run_1/layer_met1.png
The bar under the picture is 50 um long. Supply wires on this layer in gray.
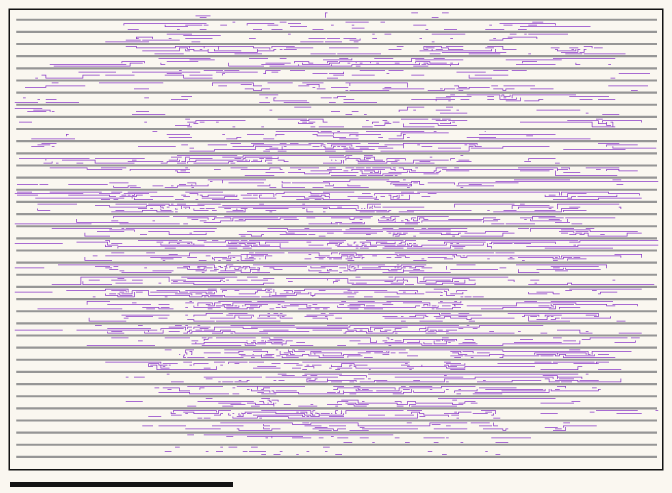
run_1/layer_met2.png
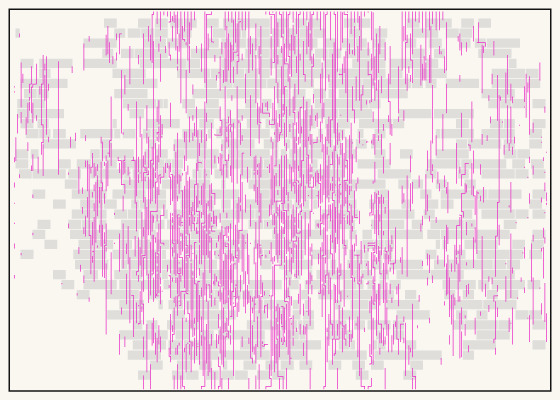
run_1/layer_met3.png
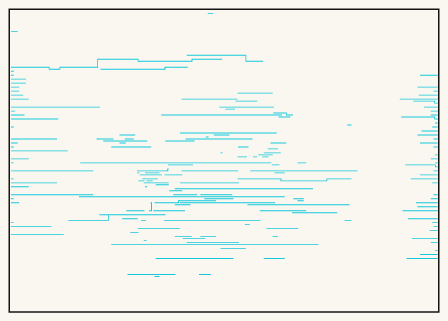
`config.mk`:
```
export PLATFORM = sky130hd
export DESIGN_NAME = if_fetch_unit
export DESIGN_NICKNAME = d
export VERILOG_FILES = /design/src/rtl/if_fetch_unit_pkg.sv /design/src/rtl/if_fetch_unit.sv
export SDC_FILE = /design/constraint.sdc
export NUM_CORES = 1
export LEC_CHECK = 0
export ABC_CLOCK_PERIOD_IN_PS = 11700
export CORE_ASPECT_RATIO = 0.7
export CORE_UTILIZATION = 42
export DETAILED_ROUTE_END_ITERATION = 16
export GPL_TIMING_DRIVEN = 1
export PLACE_DENSITY = 0.82
export SLEW_MARGIN = 25
export SYNTH_ARGS = -nofsm -noshare
export SYNTH_HDL_FRONTEND = slang
export SYNTH_SLANG_ARGS = --single-unit
```
`constraint.sdc`:
```
create_clock -name clk -period 11.7 [get_ports clk]
set_input_delay 1.755 -clock clk [delete_from_list [all_inputs] [get_ports clk]]
set_output_delay 1.755 -clock clk [all_outputs]
set_load 0.05 [all_outputs]
```
`src/rtl/if_fetch_unit_pkg.sv`:
```
// Shared definitions for the instruction fetch unit: state encoding, NOP word,
// default reset vector and word-alignment helper.
package if_fetch_unit_pkg;

    typedef enum logic {
        ST_FETCH = 1'b0,
        ST_HOLD  = 1'b1
    } fetch_state_t;

    localparam logic [31:0] NOP              = 32'h0000_0000;
    localparam logic [31:0] DEFAULT_RESET_PC = 32'h0000_3000;
    localparam logic [31:0] INSTR_BYTES      = 32'd4;

    function automatic logic [31:0] word_align(input logic [31:0] a);
        return a & 32'hFFFF_FFFC;
    endfunction

endpackage

```
`src/rtl/if_fetch_unit.sv`:
```
// Instruction fetch: one outstanding imem request, fetched word presented 1 cycle after ack.
// Stalls by holding the presented word while if_id_wr=0; redirects kill in-flight data.
module if_fetch_unit
    import if_fetch_unit_pkg::*;
#(
    parameter logic [31:0] RESET_PC = DEFAULT_RESET_PC
) (
    input  logic        clk,
    input  logic        rst,
    output logic        imem_req,
    output logic [31:0] imem_addr,
    input  logic        imem_ack,
    input  logic [31:0] imem_rdata,
    input  logic        redirect_valid,
    input  logic [31:0] redirect_pc,
    input  logic        if_id_wr,
    output logic        fetch_valid,
    output logic [31:0] pc_plus4_out,
    output logic [31:0] instr_out
);

    fetch_state_t r_state;
    logic [31:0]  r_pc;
    logic [31:0]  r_target;
    logic         r_kill;
    logic         r_req;
    logic         r_fv;
    logic [31:0]  r_instr;
    logic [31:0]  r_pc4;

    logic [31:0]  w_pc_plus4;
    logic [31:0]  w_redir_pc;

    // Single adder serves both the sequential advance and the presented pc+4.
    assign w_pc_plus4 = r_pc + INSTR_BYTES;
    assign w_redir_pc = word_align(redirect_pc);

    always_ff @(posedge clk or posedge rst) begin
        if (rst) begin
            r_state  <= ST_FETCH;
            r_pc     <= RESET_PC;
            r_target <= RESET_PC;
            r_kill   <= 1'b0;
            r_req    <= 1'b0;
            r_fv     <= 1'b0;
            r_instr  <= NOP;
            r_pc4    <= 32'h0;
        end else begin
            case (r_state)
                ST_FETCH: begin
                    if (!r_req) begin
                        // First cycle out of reset: no request on the bus yet, so acks are ignored.
                        r_req <= 1'b1;
                        if (redirect_valid) begin
                            r_pc <= w_redir_pc;
                        end
                    end else if (imem_ack) begin
                        if (redirect_valid) begin
                            r_pc   <= w_redir_pc;
                            r_kill <= 1'b0;
                        end else if (r_kill) begin
                            r_pc   <= r_target;
                            r_kill <= 1'b0;
                        end else begin
                            r_instr <= imem_rdata;
                            r_pc4   <= w_pc_plus4;
                            r_fv    <= 1'b1;
                            r_req   <= 1'b0;
                            r_state <= ST_HOLD;
                        end
                    end else if (redirect_valid) begin
                        // The memory request cannot be withdrawn; remember where to go once it completes.
                        r_target <= w_redir_pc;
                        r_kill   <= 1'b1;
                    end
                end
                ST_HOLD: begin
                    if (redirect_valid || if_id_wr) begin
                        r_pc    <= redirect_valid ? w_redir_pc : w_pc_plus4;
                        r_fv    <= 1'b0;
                        r_instr <= NOP;
                        r_pc4   <= 32'h0;
                        r_req   <= 1'b1;
                        r_state <= ST_FETCH;
                    end
                end
                default: begin
                    r_state <= ST_FETCH;
                end
            endcase
        end
    end

    assign imem_req     = r_req;
    assign imem_addr    = r_pc;
    assign fetch_valid  = r_fv;
    assign instr_out    = r_instr;
    assign pc_plus4_out = r_pc4;

    a_req_held : assert property (@(posedge clk) disable iff (rst)
        (imem_req && !imem_ack) |=> (imem_req && $stable(imem_addr)));

    a_fv_not_fetch : assert property (@(posedge clk) disable iff (rst)
        fetch_valid |-> (!imem_req && r_state == ST_HOLD));

    a_addr_aligned : assert property (@(posedge clk) disable iff (rst)
        imem_addr[1:0] == 2'b00);

    a_nop_when_idle : assert property (@(posedge clk) disable iff (rst)
        !fetch_valid |-> (instr_out == NOP && pc_plus4_out == 32'h0));

endmodule
```
==> flow_summary.json, run 1 <==
{
  "run_status": "finished, final reports clean",
  "startpoint_class": "input pin",
  "ant_nets": 0,
  "cts.hold.buffers_added": 0,
  "place.port_buffers": 162,
  "yosys_register_bits": 127,
  "clock_net_sink_count": 127,
  "setup_ws_ps": 7490,
  "dr.pass1.iters": 5,
  "die_x_extent_um": 146,
  "power.net_switching_uw": 995,
  "internal_power_mw": 1.28,
  "reg2reg_setup_slack_ps": 9000,
  "synth_dominant_cell_count": "sky130_fd_sc_hd__dfrtp_1",
  "cp_max_fo": 31,
  "antenna_cells_inserted": 0,
  "layout-area-overhead-vs-synth_pct": 37.6,
  "initial_core_util_pct": 43.4,
  "via_count": 5262,
  "vias_per_cell": 5.87,
  "relSlewSlack_pct": 28.2,
  "clock_insertion_delay_worst_skew_ps": 420,
  "post_synth_main_area_contributors": "sky130_fd_sc_hd__dfrtp_1 50%, sky130_fd_sc_hd__a22o_1 9.0%, sky130_fd_sc_hd__mux2_2 5.9%",
  "cts_buffer_depth": 2,
  "tritoncts_clock_tree": "yes",
  "postLayoutCoreUtil_pct": 59.7,
  "core_region_area_sq_um": 14100,
  "vias_in_the_first_global_route": 4961,
  "grtUsageTotal_pct": 24.1,
  "finClkSkew_ps": 9.74,
  "min-delay-path-class": "flop to flop",
  "largest_reg_flops": 32,
  "setup_slack_placement_ps": 7130,
  "pin_count_of_the_biggest_net_entering_global_routing": 69,
  "sequentialPower_uw": 743,
  "power_top_consumer": "combinational cells",
  "synth.cell_area_sq_um": 6100,
  "seq_power_share_pct": 32.6,
  "floorplan.io_pins": 167,
  "number_of_enable_type_register_cells_in_the_synthesized_netlist": 0,
  "post_cts_resized": 0,
  "synth_chip_area_sq_um": 6100,
  "grt_overflow_total": 0,
  "synth_area_leader_cell": "sky130_fd_sc_hd__dfrtp_1",
  "synth_seq_share_pct": 52.2,
  "synth.yosys.num_cells": 552
}
Back to the opening pictures, layer_met1.png:
wire length on this layer: 8,160 um
nets with wire on the layer: 671

Back to the opening pictures, layer_met2.png:
nets with wire on the layer: 681
wire length on this layer: 7,680 um
main direction: vertical
longest straight run: 36.9 um
WL final: 17,700 um
met2 usage in global routing: 34.2%

Back to the opening pictures, layer_met3.png:
wire length on this layer: 1,640 um
share of all routed wire: 9.3%
nets with wire on the layer: 130
main direction: horizontal
longest straight run: 70.4 um

run 1: cell type report:
class | count | area, sq um
Inverter | 9 | 36.3
Multi-Input combinational cell | 371 | 2720
Tap cell | 190 | 238
Clock buffer | 24 | 462
Clock inverter | 7 | 87.6
Fill cell | 1170 | 5660
Timing Repair Buffer | 168 | 1670
Sequential cell | 127 | 3180
run 1: metrics by stage:
step | instance area (sq um) | instances | hold WS, ps
global route | 8390 | 896 | 486
CTS | 8390 | 896 | 478
finish | 8390 | 896 | 475
floorplan | 6100 | 553 | 480
global placement | 7840 | 865 | 458
detailed placement | 7840 | 865 | 465
run 1: critical path: stages:
cell and delay, ps:
sky130_fd_sc_hd__clkdlybuf4s50_1 1180, sky130_fd_sc_hd__a21oi_1 150, sky130_fd_sc_hd__nand2_1 150, sky130_fd_sc_hd__o21ai_2 270, sky130_fd_sc_hd__buf_4 330, sky130_fd_sc_hd__or4_1 510, sky130_fd_sc_hd__o211ai_1 170
run 1: per-layer routing:
layer | share of wire (%) | GRT usage [%] | vias to the layer above
met1 | 46 | 34.9 | 2623
met3 | 9.3 | 7.83 | 23
met5 | 0 | 0 | -
met4 | 1.4 | 6.97 | 0
met2 | 43 | 34.2 | 245
li1 | - | - | 2371
run 1: final timing paths:
check,start,to,cells past startpoint
max,redirect_valid,imem_addr[31],7
min,fetch_valid,fetch_valid,1
min reg2reg,fetch_valid,fetch_valid,1
min in group asynchronous,rst,instr_out[6],2
max reg2reg,imem_req,instr_out[3],5
max in group asynchronous,rst,imem_addr[31],3
run 1: cells by family (layout without fill, tap and decap cells):
family	count (synthesis)	in the layout	share of synthesized area, %
flops	127	127	52.2
buf+inv	55	208	3.73
fa+ha+maj	1	1	0.205
other cells	1	2	0.0615
compound gates	183	183	22.5
mux	36	36	6.56
xor+xnor	28	28	4.02
simple gates	121	121	10.7
## Run 2: what changed since run 1
--- a/config.mk
+++ b/config.mk
@@ -5,12 +5,12 @@
 export SDC_FILE = /design/constraint.sdc
 export NUM_CORES = 1
 export LEC_CHECK = 0
-export ABC_CLOCK_PERIOD_IN_PS = 11700
+export ABC_CLOCK_PERIOD_IN_PS = 3380
 export CORE_ASPECT_RATIO = 0.7
 export CORE_UTILIZATION = 42
 export DETAILED_ROUTE_END_ITERATION = 16
 export GPL_TIMING_DRIVEN = 1
-export PLACE_DENSITY = 0.82
+export PLACE_DENSITY = 0.85
 export SLEW_MARGIN = 25
 export SYNTH_ARGS = -nofsm -noshare
 export SYNTH_HDL_FRONTEND = slang
==> constraint.sdc (replaced) <==
create_clock -name clk -period 3.38 [get_ports clk]
set_input_delay 0.507 -clock clk [delete_from_list [all_inputs] [get_ports clk]]
set_output_delay 0.507 -clock clk [all_outputs]
set_load 0.05 [all_outputs]
==> flow_summary.json, run 2 <==
{
  "internal_power_mw": 4.62,
  "tritoncts_clock_tree": "yes",
  "power_top_consumer": "combinational cells",
  "dr.pass1.iters": 9,
  "synth_dominant_cell_count": "sky130_fd_sc_hd__dfrtp_1",
  "die_x_extent_um": 146,
  "synth.yosys.num_cells": 552,
  "rows": 36,
  "largest_reg_flops": 32,
  "seq_power_share_pct": 31.6,
  "startpoint_class": "flop",
  "synth_chip_area_sq_um": 6100,
  "postLayoutCoreUtil_pct": 61.1,
  "numPlacedInstances": 873,
  "grt_overflow_total": 0,
  "min-delay-path-class": "flop to flop",
  "relSlewSlack_pct": 55.5,
  "number_of_enable_type_register_cells_in_the_synthesized_netlist": 0,
  "synth.cell_area_sq_um": 6100,
  "place.port_buffers": 162,
  "pin_count_of_the_biggest_net_entering_global_routing": 98,
  "yosys_register_bits": 127,
  "power.net_switching_mw": 3.51,
  "cts_buffer_depth": 2,
  "ant_nets": 0,
  "syn_area_per_cell_sq_um": 11.1,
  "vias_per_cell": 5.91,
  "area.sequential_sq_um": 3180,
  "antenna_cells_inserted": 0,
  "sequentialPower_mw": 2.57,
  "clock_insertion_delay_worst_skew_ps": 420,
  "post_synth_main_area_contributors": "sky130_fd_sc_hd__dfrtp_1 50%, sky130_fd_sc_hd__a22o_1 9.0%, sky130_fd_sc_hd__mux2_2 5.9%",
  "floorplan.io_pins": 167,
  "cts.hold.buffers_added": 0,
  "synth_area_leader_cell": "sky130_fd_sc_hd__dfrtp_1",
  "synth_seq_share_pct": 52.2,
  "grtUsageTotal_pct": 24.3,
  "cp_max_fo": 61,
  "vias_in_the_first_global_route": 5032,
  "run_status": "finished, final reports clean",
  "layout-area-overhead-vs-synth_pct": 40.7
}
-- run 2: cell counts after synthesis --
No cell type changed its count.
-- run 2: final cells by class --
class                           instances  area share, %
Inverter                                9          0.437
Tap cell                              190           2.77
Sequential cell                       127           37.1
Timing Repair Buffer                  177           20.7
Clock buffer                           18           5.12
Clock inverter                         14           2.20
Multi-Input combinational cell        371           31.7
-- run 2: path summary, 6_finish.rpt --
check	start	end	cells past startpoint
worst max-delay path	r_state	instr_out[10]	5
worst min-delay path	fetch_valid	fetch_valid	1
worst max register to register	r_state	instr_out[10]	5
worst min register to register	fetch_valid	fetch_valid	1
max in group asynchronous	rst	r_target[21]	3
min in group asynchronous	rst	pc_plus4_out[6]	3
-- run 2: worst max-delay path: stages, from the launching register on --
cell	delay, ps
sky130_fd_sc_hd__dfrtp_1	620
sky130_fd_sc_hd__nor2b_2	410
sky130_fd_sc_hd__nand2b_1	130
sky130_fd_sc_hd__nor3b_2	290
sky130_fd_sc_hd__buf_4	580
sky130_fd_sc_hd__a22o_1	250
-- run 2: cells by family (layout without fill, tap and decap cells) --
logic type	after synthesis	count (layout)	share of synthesized area (%)
flip-flops	127	127	52.2
AND/OR/NAND/NOR	121	121	10.7
other	1	2	0.0615
adder cells (fa/ha/maj)	1	1	0.205
XOR/XNOR	28	28	4.02
multiplexers	36	36	6.56
AND-OR/OR-AND	183	183	22.5
buffers and inverters	55	218	3.73
-- run 2: metrics by stage --
stage,setup slack (ps),cell area [sq um],hold slack [ps]
4_1_cts,685,8550,489
2_1_floorplan,1110,6110,480
6_report,992,8580,481
3_3_place_gp,686,7920,459
5_1_grt,834,8580,496
3_5_place_dp,565,7920,476
-- run 2: metal layers --
metal  wire, um  GRT usage [%]
met5          0              0
met3       1990           6.46
met1       7910           34.9
met2       7910           35.7
met4        204           8.01
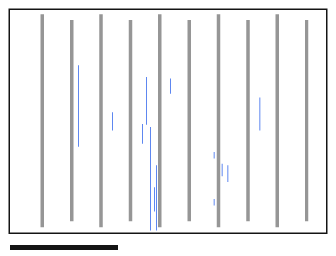
run_2/layer_met4.png
The bar under the picture is 50 um long. Supply wires on this layer in gray.
share of all routed wire: 1.1%
nets with wire on the layer: 9
WL final: 18,000 um
Via Count: 5,350

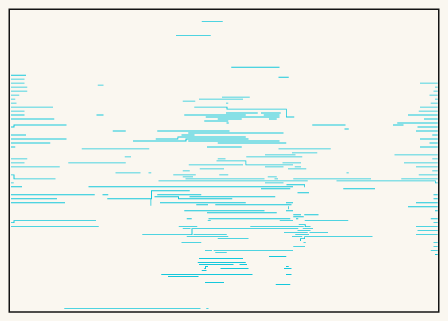
run_2/layer_met3.png
share of all routed wire: 11%
wire length on this layer: 1,990 um
nets with wire on the layer: 156

## Run 3: what changed since run 2
--- a/config.mk
+++ b/config.mk
@@ -5,7 +5,7 @@
 export SDC_FILE = /design/constraint.sdc
 export NUM_CORES = 1
 export LEC_CHECK = 0
-export ABC_CLOCK_PERIOD_IN_PS = 3380
+export ABC_CLOCK_PERIOD_IN_PS = 2000
 export CORE_ASPECT_RATIO = 0.7
 export CORE_UTILIZATION = 42
 export DETAILED_ROUTE_END_ITERATION = 16
==> constraint.sdc (replaced) <==
create_clock -name clk -period 2 [get_ports clk]
set_input_delay 0.3 -clock clk [delete_from_list [all_inputs] [get_ports clk]]
set_output_delay 0.3 -clock clk [all_outputs]
set_load 0.05 [all_outputs]
==> flow_summary.json, run 3 <==
{
  "run_status": "finished, final reports clean",
  "pin_count_of_the_biggest_net_entering_global_routing": 35,
  "place.port_buffers": 162,
  "grt.busiest_layer": "met2",
  "vias_per_cell": 5.85,
  "grtUsageTotal_pct": 26.0,
  "met2_wirelength_um": 8620,
  "synth.cell_area_sq_um": 6100,
  "power.net_switching_mw": 6.11,
  "grt_use_met1_pct": 37.6,
  "syn_area_per_cell_sq_um": 11.1,
  "synth_seq_share_pct": 52.2,
  "rows": 36,
  "r2r_startpoint": "imem_addr[13]",
  "largest_reg_flops": 32,
  "vias_in_the_first_global_route": 5361,
  "fin_worst_hold_slack_ps": 247,
  "route.layer.met1.wl_um": 8720,
  "cts_buffer_depth": 2,
  "numPlacedInstances": 929,
  "synth_area_leader_cell": "sky130_fd_sc_hd__dfrtp_1",
  "relSlewSlack_pct": 63.7,
  "synth_dominant_cell_count": "sky130_fd_sc_hd__dfrtp_1",
  "antenna_cells_inserted": 0,
  "floorplan.io_pins": 167,
  "yosys_register_bits": 127,
  "yosys.area_share.aoi_pct": 22.5,
  "dr.pass1.iters": 5,
  "cp_max_fo": 5,
  "ys_sh_xor_pct": 4.02,
  "grt_overflow_total": 0,
  "postLayoutCoreUtil_pct": 65.0,
  "area_fraction_in_mux_cells_pct": 6.56,
  "die_x_extent_um": 146,
  "fa_ha_area_share_pct": 0.205,
  "layout-area-overhead-vs-synth_pct": 49.8,
  "critical_path.reg2reg.endpoint": "pc_plus4_out[25]",
  "globalRouteMet3Util_pct": 5.75,
  "synth.comb.largest_family": "AND-OR/OR-AND gates",
  "grt.met2_usage_pct": 38.8,
  "tritoncts_clock_tree": "yes",
  "sequentialPower_mw": 4.29,
  "post_synth_main_area_contributors": "sky130_fd_sc_hd__dfrtp_1 50%, sky130_fd_sc_hd__a22o_1 9.0%, sky130_fd_sc_hd__mux2_2 5.9%",
  "synthSimpleGateAreaFrac_pct": 10.7,
  "number_of_enable_type_register_cells_in_the_synthesized_netlist": 0,
  "maxUsedRoutingLayer": "met4"
}
-- run 3: cell counts after synthesis --
Identical to the previous run, type by type.
-- run 3: how the worst max path moves through the flow --
stage	from	end	slack, ps	cells past startpoint
global route	imem_addr[7]	imem_addr[31]	-0.6	6
detailed placement	redirect_valid	imem_addr[30]	-120	6
global placement	redirect_valid	imem_addr[5]	-90	8
CTS	imem_addr[13]	pc_plus4_out[25]	2	6
finish	imem_addr[13]	pc_plus4_out[25]	20	6
floorplan	imem_addr[18]	pc_plus4_out[29]	-40	6
-- run 3: layout make-up --
type	instances	area [sq um]
Clock buffer	19	453
Clock inverter	13	185
Fill cell	1041	4910
Inverter	9	37.5
Multi-Input combinational cell	371	2780
Sequential cell	127	3220
Tap cell	190	238
Timing Repair Buffer	234	2220
-- run 3: per-stage QoR --
| step | setup WS, ps | instance area, sq um | setup TNS [ps] | power, mW |
|---|---|---|---|---|
| after global routing | -0.574 | 9140 | -0.574 | 14.7 |
| after floorplan | -39.4 | 6180 | -61.7 | 8.28 |
| after detailed placement | -120 | 8430 | -3300 | 10.8 |
| final | 23.0 | 9140 | 0 | 14.2 |
| after CTS | 1.95 | 9060 | 0 | 14.1 |
| after global placement | -92.1 | 8430 | -1460 | 10.6 |
-- run 3: worst max-delay path, cell delays in order (launching register included) --
cell and delay [ps]:
sky130_fd_sc_hd__dfstp_4 640, sky130_fd_sc_hd__and4_1 240, sky130_fd_sc_hd__nand3_2 160, sky130_fd_sc_hd__nor4_1 290
sky130_fd_sc_hd__buf_4 170, sky130_fd_sc_hd__xor2_1 250, sky130_fd_sc_hd__a22o_1 170
-- run 3: what timing repair did --
item,4_1_cts,5_1_grt
endpoints found under the hold margin,0,0
gates resized,13,18
pin swaps,0,3
hold buffers,0,0
buffers inserted,0,2
setup endpoints to repair,13,19
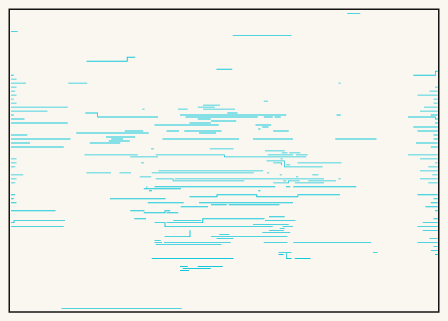
run_3/layer_met3.png
main direction: horizontal
nets with wire on the layer: 155
wire length on this layer: 1,660 um
Via Count: 5,638
WL final: 19,300 um

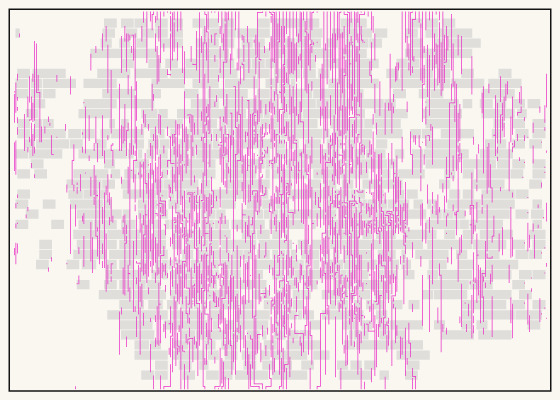
run_3/layer_met2.png
longest straight run: 35.5 um
wire length on this layer: 8,620 um
share of all routed wire: 45%

Power figures rest on the tool's default switching activity, not on a simulated workload.
